<file path="src/rtl/sdram_arbiter.sv">
// sdram_arbiter
//   Round-robin arbiter that shares one 32-bit SDRAM bus-core client
//   interface among N requesters. Each requester holds a level request
//   until it sees a one-cycle p_done (completed) or p_err (watchdog abort).
//   Every access is followed by a RELEASE cycle with read/write low so the
//   bus core always drops back to its idle state before the next grant.
//
// Ports
//   i_clk, i_rst        clock, asynchronous active-high reset
//   p_read/p_write      per-port level requests (write wins if both high)
//   p_addr/p_writedata  per-port packed fields, port k at [W*k +: W]
//   p_done/p_err        per-port one-cycle completion / timeout pulses
//   p_readdata          read data captured on sdram_finished
//   sdram_*             bus-core client interface
//   grant_id            current / last granted port
//   busy                high in GRANT and RELEASE
module sdram_arbiter #(
    parameter int N       = 3,
    parameter int TIMEOUT = 1024
) (
    input  logic              i_clk,
    input  logic              i_rst,
    input  logic [N-1:0]      p_read,
    input  logic [N-1:0]      p_write,
    input  logic [N*23-1:0]   p_addr,
    input  logic [N*32-1:0]   p_writedata,
    output logic [N-1:0]      p_done,
    output logic [N-1:0]      p_err,
    output logic [31:0]       p_readdata,
    output logic [22:0]       sdram_addr,
    output logic              sdram_read,
    output logic              sdram_write,
    output logic [31:0]       sdram_writedata,
    input  logic [31:0]       sdram_readdata,
    input  logic              sdram_finished,
    output logic [1:0]        grant_id,
    output logic              busy
);

    typedef enum logic [1:0] {IDLE, GRANT, RELEASE} state_t;

    // Reset value of 'last' makes port 0 the first winner.
    localparam logic [1:0]  LAST0  = 2'(N - 1);
    localparam logic [15:0] TO_MAX = 16'(TIMEOUT - 1);

    state_t               state;
    logic [1:0]           last;
    logic [15:0]          cnt;
    logic [N-1:0]         req;
    logic [1:0]           pick;
    logic [N-1:0]         gnt_oh;
    logic [N-1:0][22:0]   addr_a;
    logic [N-1:0][31:0]   wdata_a;
    logic                 rd_g;
    logic                 wr_g;

    assign req     = p_read | p_write;
    assign addr_a  = p_addr;
    assign wdata_a = p_writedata;
    assign gnt_oh  = N'(1) << grant_id;
    assign rd_g    = p_read[grant_id];
    assign wr_g    = p_write[grant_id];

    // Round-robin: lowest requesting port above 'last' if there is one,
    // otherwise wrap to the lowest requesting port overall.
    always_comb begin
        pick = '0;
        for (int k = N - 1; k >= 0; k--)
            if (req[k]) pick = 2'(k);
        for (int k = N - 1; k >= 0; k--)
            if (req[k] && (2'(k) > last)) pick = 2'(k);
    end

    // Address/data are steered from grant_id in every state; only GRANT
    // makes them meaningful because read/write are low elsewhere.
    assign sdram_addr      = addr_a[grant_id];
    assign sdram_writedata = wdata_a[grant_id];
    assign sdram_write     = (state == GRANT) && wr_g;
    assign sdram_read      = (state == GRANT) && rd_g && !wr_g;
    assign busy            = (state != IDLE);

    always_ff @(posedge i_clk or posedge i_rst) begin
        if (i_rst) begin
            state      <= IDLE;
            last       <= LAST0;
            grant_id   <= '0;
            cnt        <= '0;
            p_readdata <= '0;
            p_done     <= '0;
            p_err      <= '0;
        end else begin
            p_done <= '0;
            p_err  <= '0;
            case (state)
                IDLE: begin
                    if (|req) begin
                        grant_id <= pick;
                        last     <= pick;
                        cnt      <= '0;
                        state    <= GRANT;
                    end
                end
                GRANT: begin
                    // finished beats abort beats timeout
                    if (sdram_finished) begin
                        p_readdata <= sdram_readdata;
                        p_done     <= gnt_oh;
                        state      <= RELEASE;
                    end else if (!(rd_g || wr_g)) begin
                        state <= RELEASE;
                    end else if (cnt == TO_MAX) begin
                        p_err <= gnt_oh;
                        state <= RELEASE;
                    end else begin
                        cnt <= cnt + 16'd1;
                    end
                end
                RELEASE: state <= IDLE;
                default: state <= IDLE;
            endcase
        end
    end

endmodule

</file>
<file path="config.mk">
export PLATFORM = sky130hd
export DESIGN_NAME = sdram_arbiter
export DESIGN_NICKNAME = d
export VERILOG_FILES = /design/src/rtl/sdram_arbiter.sv
export SDC_FILE = /design/constraint.sdc
export NUM_CORES = 1
export LEC_CHECK = 0
export CORE_AREA = 2 2 117 119
export DETAILED_ROUTE_END_ITERATION = 10
export DIE_AREA = 0 0 119 121
export PLACE_DENSITY = 0.73
export RECOVER_POWER = 100
export SETUP_SLACK_MARGIN = 0.4
export SLEW_MARGIN = 25
export SYNTH_ARGS = -nofsm -noshare
export SYNTH_HDL_FRONTEND = slang
export SYNTH_SLANG_ARGS = --single-unit
</file>
<file path="constraint.sdc">
create_clock -name i_clk -period 2.9 [get_ports i_clk]
set_clock_uncertainty 0.2 [all_clocks]
set_input_delay 0.87 -clock i_clk [delete_from_list [all_inputs] [get_ports i_clk]]
set_output_delay 0.87 -clock i_clk [all_outputs]
set_load 0.005 [all_outputs]
</file>
### A small window of the routed layout

Window x 17 to 42, y 78 to 103 um. Cells in grey, sequential cells in the stronger grey; small squares are vias.
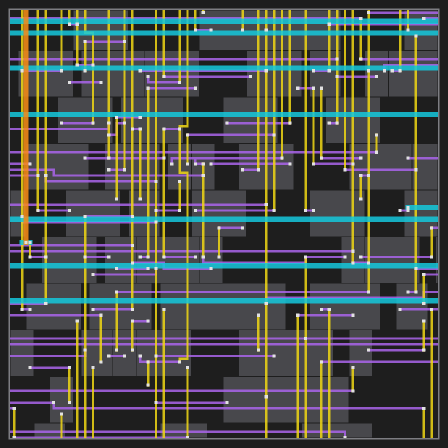
layer	colour
metal 1	purple
metal 4	orange
metal 2	yellow
metal 3	cyan
most frequent	dlygate4sd2_1 (17), nand2_1 (7), mux2i_1 (6)
cells with their middle in the window	44
sequential cells in the window	0

### Sizing map

Scale: 3 px per um.
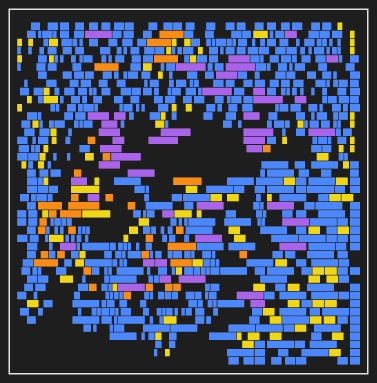
size	colour	cells	share
_6 and larger	purple	43	5.5%
_2 cells	yellow	96	12%
_0 and _1 cells	blue	615	78%
_3 and _4 cells	orange	34	4.3%
synthesis-to-layout area growth: 98.88%
fin worst setup slack: 0.08339 ns
fin area: 7801 um2
Non-clk bufs: 364

### Cells coloured by class

Scale: 3 px per um.
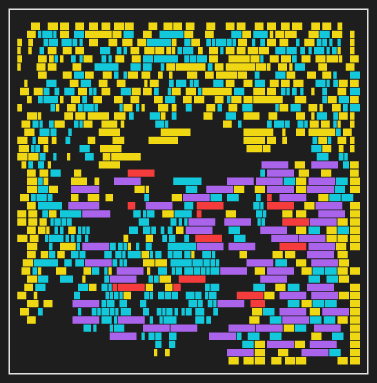
class	colour	cells
combinational and other logic	cyan	350
remaining buffers and delay cells	yellow	364
sequential cells	purple	59
clock drivers and dummy loads	red	15

==> run_results.csv <==
group,metric,value,unit
sta,setup_viol_count_final,0,
routing,via_count,4875,
synthesis,synthArstFlopShare,1.000,
final_layout,drive_gt1_frac,0.2195,
placement,dp.cells,919,
setup_path,crit_path_max_incr_delay,0.50,ns
routing,drtPass1Iterations,5,
pwr,leakagePower,3.406,nW
synthesis,syn_avg_cell_area,8.874,um2
sta,finalCritPeriodShare,0.9712,
pwr,powerDensity,814.5,nW/um2
setup_path,crit_chain,"nor2b_2, buf_12, buf_6, buf_16, nand2_2, o21ai_1, clkbuf_2",
routing,drt-total-wl,18710,um
setup_path,cp_max_fo,6,
min_path,hold_path_class,"flop to flop",
setup_path,rrSetupSlack,0.17,ns
routing,wl_per_cell,19.33,um
synthesis,ff_type,"dfrtp_1",
setup_path,path_class,"flop to primary output",
synthesis,ys_area,3923,um2
clocking,cts_tree,"built",
synthesis,ys_seq_share,0.3767,
run_status,status,"completed",
sta,rsz0062_at_grt,"true",
die,die_y,121,um
synthesis,ys_ff,59,
setup_path,cp-start-kind,"flop",
final_layout,fin_cells,968,
setup_path,crit_arrival,1.75,ns
pwr,power.total,6.354,mW
sta,slew_headroom,0.1985,
sta,fin_crit,2.817,ns
synthesis,fp_nets,649,
final_layout,final_nets,991,
setup_path,crit_family,"buffers and inverters",
setup_path,critPathRequiredTime,1.83,ns
die,chip_area,14400,um2
die,fp_util,0.2998,
final_layout,nFillCells,1193,
clocking,clk_pin_slew,0.05,ns
clocking,htree_levels,3,
routing,drtAntennaViolNets,0,
final_layout,lay_top_cells,"dlygate4sd2_1 (140), nand2_1 (72), clkdlybuf4s50_1 (66)",
sta,slew_violations,0,
final_layout,ff_latch_area,1483,um2
[flip-flops by register name (all words and copies together) (netlist names)]
register / cells
p_readdata: 32
cnt: 16
p_done: 3
p_err: 3
grant_id: 2
state: 2
last: 1
[report_power, final]
group / switching (mW) / total [mW] / internal [mW]
logic: 1.86 / 4.13 / 2.27
clock network: 0.354 / 0.944 / 0.590
registers: 0.161 / 1.28 / 1.12
[kinds of logic (layout without fill, tap and decap cells)]
group                      after synthesis  in the layout  share of synthesized area
buffers and inverters                   41            386                    0.04689
AOI/OAI and AO/OA                      101            102                     0.1557
muxes                                   93             93                     0.2475
DFF                                     59             59                     0.3767
adders and majority gates                1              1                   0.003189
other                                    0              4                          0
and+or+nand+nor                        147            147                     0.1700
[worst min-delay path, cell delays in order, from the launching register on]
cell and delay [ns]:
dfstp_2 0.38, nand2_1 0.05, nand2_1 0.05
[layer usage]
layer  track usage  up-vias  wire, um
li1              -     2291         -
met1        0.3041     2327      7375
met2        0.4163      234      9109
met3       0.09727       23      1934
met4       0.06027        0       286
met5             0        -         0
[timing repair]
item | in CTS | in global routing
gates resized | 489 | 41
endpoints found under the setup margin | 74 | 73
buffers inserted | 17 | 3
gates cloned | 8 | 2
hold buffers | 0 | 0
pin swaps | 30 | 32
[path summary, 6_finish.rpt]
kind / start / to / depth (start not counted)
setup / recovery: grant_id[0]$_DFFE_PP0P_ / sdram_writedata[5] / 7
hold / removal: last[1]$_DFFE_PP1P_ / last[1]$_DFFE_PP1P_ / 2
setup reg to reg: grant_id[0]$_DFFE_PP0P_ / cnt[2]$_DFFE_PP0P_ / 10
hold reg to reg: last[1]$_DFFE_PP1P_ / last[1]$_DFFE_PP1P_ / 2
max in group asynchronous: i_rst / p_done[0]$_DFF_PP0_ / 3
min in group asynchronous: i_rst / cnt[14]$_DFFE_PP0P_ / 2
[per-stage QoR]
step / worst slack (ns) / instance area [um2] / TNS (ns) / hold WS (ns)
finish: 0.08339 / 7801 / 0 / 0.2843
global route: 0.01755 / 7796 / 0 / 0.3029
CTS: 0.04607 / 7719 / 0 / 0.2868
detailed placement: -0.5701 / 7325 / -18.66 / 0.2819
global placement: -0.5533 / 7325 / -17.30 / 0.2658
floorplan: 0.3284 / 3926 / 0 / 0.2542
[cells in the mapped netlist, drive strengths merged, types with 2 or more instances]
library cell	n	area (um2)
a21oi	4	20.02
mux2i	61	610.6
a31oi	2	12.51
o311ai	5	43.79
o21ai	66	330.3
a41oi	2	17.52
nor4	7	56.30
mux2	32	360.4
o22ai	4	43.80
and3	4	25.02
o211ai	3	22.52
nand4	2	12.51
or3	5	31.28
inv	7	26.28
nand2b	2	12.51
a22oi	4	30.03
nor3	4	20.02
clkbuf	19	71.32
or2	4	25.02
buf	15	86.33
nand2	83	311.6
or4	2	15.01
dfrtp	58	1451
a21o	2	15.01
o31ai	2	15.01
nor2	18	67.56
nand3	12	60.06
a32oi	2	17.52
[layout make-up]
type                       count  area share
tap                          176     0.02823
antenna                        4    0.001283
clock buffer                  10     0.03063
clock inverter                 5    0.003849
timing repair buffer         364      0.4271
inverter                       7    0.003528
multi-input combinational    343      0.3153
sequential                    59      0.1901
Power is estimated from default activity; no workload was simulated.
